==> config.mk <==
export PLATFORM = sky130hd
export DESIGN_NAME = cam_frame_capture
export DESIGN_NICKNAME = d
export VERILOG_FILES = /design/src/rtl/cam_frame_capture.sv
export SDC_FILE = /design/constraint.sdc
export NUM_CORES = 1
export LEC_CHECK = 0
export CAP_MARGIN = 15
export CORE_MARGIN = 2
export CORE_UTILIZATION = 57
export DETAILED_ROUTE_END_ITERATION = 10
export PLACE_DENSITY = 0.79
export SETUP_SLACK_MARGIN = 0.05
export SYNTH_ARGS = -nofsm -noshare
export SYNTH_HDL_FRONTEND = slang
export SYNTH_SLANG_ARGS = --single-unit
==> constraint.sdc <==
create_clock -name CLK -period 2.9 [get_ports CLK]
set_clock_uncertainty 0.2 [all_clocks]
set_input_delay 0.58 -clock CLK [delete_from_list [all_inputs] [get_ports CLK]]
set_output_delay 0.58 -clock CLK [all_outputs]
set_load 0.05 [all_outputs]
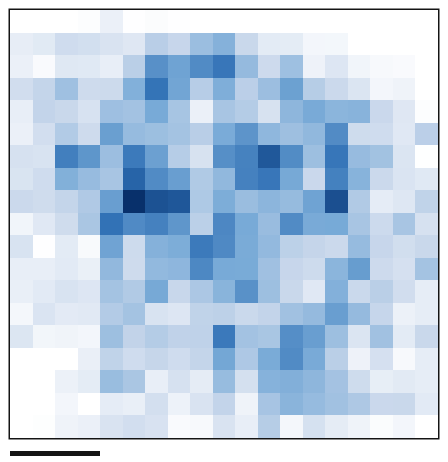
*Wire density map*
Bar = 20 um. 19 x 19 tiles, from white (low) to dark blue (high), scaled to the fullest tile. Values are wire area over tile area, all layers added.
mean over tiles: 0.14
fullest tile: 0.51
nearly empty tiles: 11%
densest ninth of the die: centre
emptiest ninth of the die: south-west
wire length after detailed routing: 8.28 mm
total routing usage reported by global routing: 20.4%
per-cell routed wire length: 14.1 um
number of vias in the routed layout: 3218

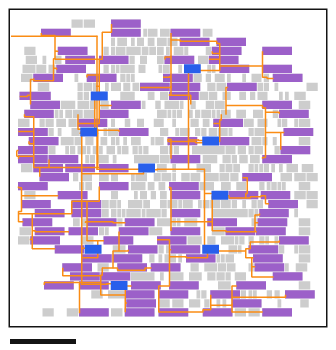
*Clock network drawn from the DEF*
Bar = 20 um.
[purple] flip-flops | count: 110
[blue] cells driving clock nets | count: 9
[orange] clock wires | length: 1090 um
flops lie: widely spread
routed clock nets: 10
Clk pwr share: 21.4%
clk_lat worst skew: 0.36 ns

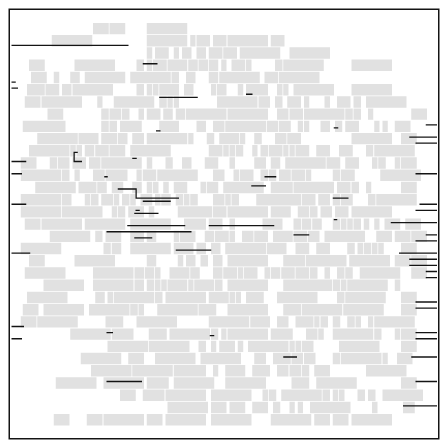
*Metal 3*
Cells faint in the background.
nets with wire on the layer: 44
wire length on this layer: 272 um
longest straight run: 25.8 um
share of all routed wire: 3.3%
GR met3 Demand/Resource: 3.24%

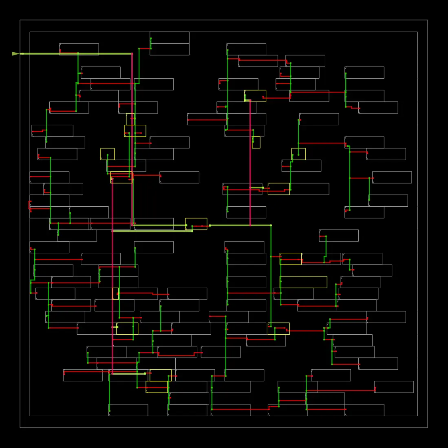
*Clock nets*
final-layout clock buffer total: 11
CTS buffer count: 9

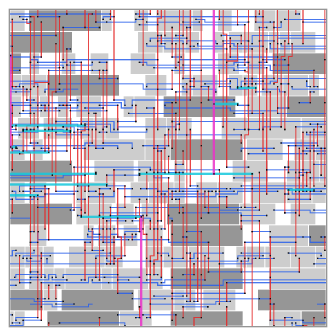
*Close-up of the layout*
Window x 28 to 68, y 28 to 68 um. Cells in grey, sequential cells in the stronger grey; small squares are vias.
| colour | layer |
|---|---|
| red | met2 |
| blue | met1 |
| magenta | met4 |
| cyan | met3 |
most frequent: nor2_1 (17), dfrtp_1 (16)
sequential cells in the window: 16
cells with their middle in the window: 137

==> run summary <==
Implementation results.

The final reports fail on negative hold slack. Entering global routing, the biggest net connects about 45 pins. The fraction of layout cells with a size suffix above 1 is 9.56%.

The number of nets produced by synthesis is roughly 460. The met2 routing resource usage after global routing is approximately 33%. STA reports the tightest min-delay check as being of type primary input to async pin.

Between the synthesized netlist and the finished layout, the area growth was recorded as 16.4%. Multi-input logic gates represent a cell area share of approximately a third. The power report puts the net switching power at 0.00152 W. In the final report, the number of hold violations comes to 8. The tightest hold path in the finished design has a slack of -0.00837 ns. The class of the most critical setup path is flop to output pin. Once detail routing completed, the nets flagged for antenna violations numbered 0. The sequential power reported by the tool is 0.00200 W. For this run, combinational gates with multiple inputs come to 289. Per the synthesis report, the number of distinct cell types is approximately 54. Per the breakdown, switching nets consume between 30 and 40% of all power. The net count of the finished layout is slightly above 500. Checking max transition, the worst relative margin is about 58%. The number of sinks on the clock net is 110. The post-CTS setup buffer count is 0.

Averaged over all synthesized cells, the footprint is 11.1 um^2. The Yosys warning count is 0. In the routed layout, each cell is associated on average with a via count of around 5.5. The library cell contributing the largest single delay on the critical path is sky130_fd_sc_hd__clkdlybuf4s50_1. Ranking logic cells in the layout by count gives the top entries 109 x sky130_fd_sc_hd__dfrtp_1, 43 x sky130_fd_sc_hd__nor2_1, 42 x sky130_fd_sc_hd__clkdlybuf4s50_1. The busiest metal layer after global routing is met2. The clock-pin slew reported for the worst setup and hold paths after clock tree synthesis is 0.11 ns.

Setup repair after global routing left no endpoint under its margin. The synthesis report names the predominant flop master as sky130_fd_sc_hd__dfrtp_1. The least setup slack across all paths after layout is about 0.42 ns. The power report puts the leakage power at around 2.5 nW. Per report_power, the combinational group accounts for a little under a third of the total. Once the floorplan was initialized, standard cells occupied around three fifths of the core. The final number of setup-violating endpoints is 0. Per report_power, the Combinational row totals around 0.0013 W. Overall power consumption after layout is estimated at roughly 0.0042 W. Measured along the y axis, the die boundary spans about 95 um. The total number of sequential cells is about 110. The peak supply drop is 0.333 mV. The worst register-to-register path has a setup slack of slightly below 0.6 ns. The kind of cell with the highest combined delay along the critical path is buffers and inverters. The cell-internal power is about 0.0027 W.

The most frequent logic cell in the layout is sky130_fd_sc_hd__dfrtp_1. Per the OpenROAD floorplan log, the area of the core is approximately 0.008 mm^2. The hold-fix buffer count after cts is 0. Per the GRT congestion report, total overflow comes to 0. The worst setup path is captured at an output pin. The post-cts resize count is 0. In this run the clock root is driven by a sky130_fd_sc_hd__clkbuf_8.

The tool warning count is 31. The final standard cell utilization of the core is 67.9%. The run finished, with violations left. The required time at the worst-slack endpoint is about 2.1 ns. Non-clock buffering takes up 9.33% of total cell area after layout. The footprint of the multi-input gates is 0.00188 mm^2. The power dissipated in the clock network is between 0.0009 and 0.001 W. The critical path depth is 1.

The worst reg-to-reg path cell count is 5. Row generation in the floorplan step produced 33 rows. The shortest clock period the worst path allows after layout is 2.48 ns. The die is around 95 um wide. The post-placement setup slack is between 0.2 and 0.25 ns.
## Yosys cell counts, types with 5 or more instances
| master | n | share of area [%] |
|---|---|---|
| sky130_fd_sc_hd__a211oi_1 | 7 | 1.1 |
| sky130_fd_sc_hd__nand3_1 | 8 | 0.84 |
| sky130_fd_sc_hd__and3_1 | 5 | 0.66 |
| sky130_fd_sc_hd__inv_1 | 13 | 1.0 |
| sky130_fd_sc_hd__xor2_1 | 15 | 2.8 |
| sky130_fd_sc_hd__nor2_1 | 43 | 3.4 |
| sky130_fd_sc_hd__nand4_1 | 12 | 1.6 |
| sky130_fd_sc_hd__clkbuf_1 | 12 | 0.95 |
| sky130_fd_sc_hd__a21oi_1 | 22 | 2.3 |
| sky130_fd_sc_hd__a22oi_1 | 8 | 1.3 |
| sky130_fd_sc_hd__o21ai_0 | 30 | 3.2 |
| sky130_fd_sc_hd__dfrtp_1 | 109 | 57 |
| sky130_fd_sc_hd__nand2_1 | 38 | 3.0 |
| sky130_fd_sc_hd__nand2b_1 | 5 | 0.66 |
| sky130_fd_sc_hd__ha_1 | 14 | 3.7 |
| sky130_fd_sc_hd__mux2_2 | 10 | 2.4 |
| sky130_fd_sc_hd__xnor2_1 | 18 | 3.3 |
## cells by family after synthesis
logic type                 synth area share, %
muxes                                     2.58
and+or+nand+nor                           14.9
other                                   0.0790
DFF                                       58.0
adders and majority gates                 3.69
buffers and inverters                     2.56
xor gates and xnor gates                  6.09
AOI/OAI and AO/OA                         12.0
## per-layer routing
metal  routed length [um]  vias to the layer above
met3                  272                       17
met4                  180                        0
met1                 3940                     1556
met5                    0                        -
li1                     -                     1578
met2                 3890                       67
## through the flow
stage | area (um^2) | std cells
final | 5530 | 586
after global routing | 5530 | 586
after CTS | 5530 | 586
after detailed placement | 5330 | 570
after global placement | 5330 | 570
after floorplan | 4750 | 427
Power and IR drop assume default switching activity.
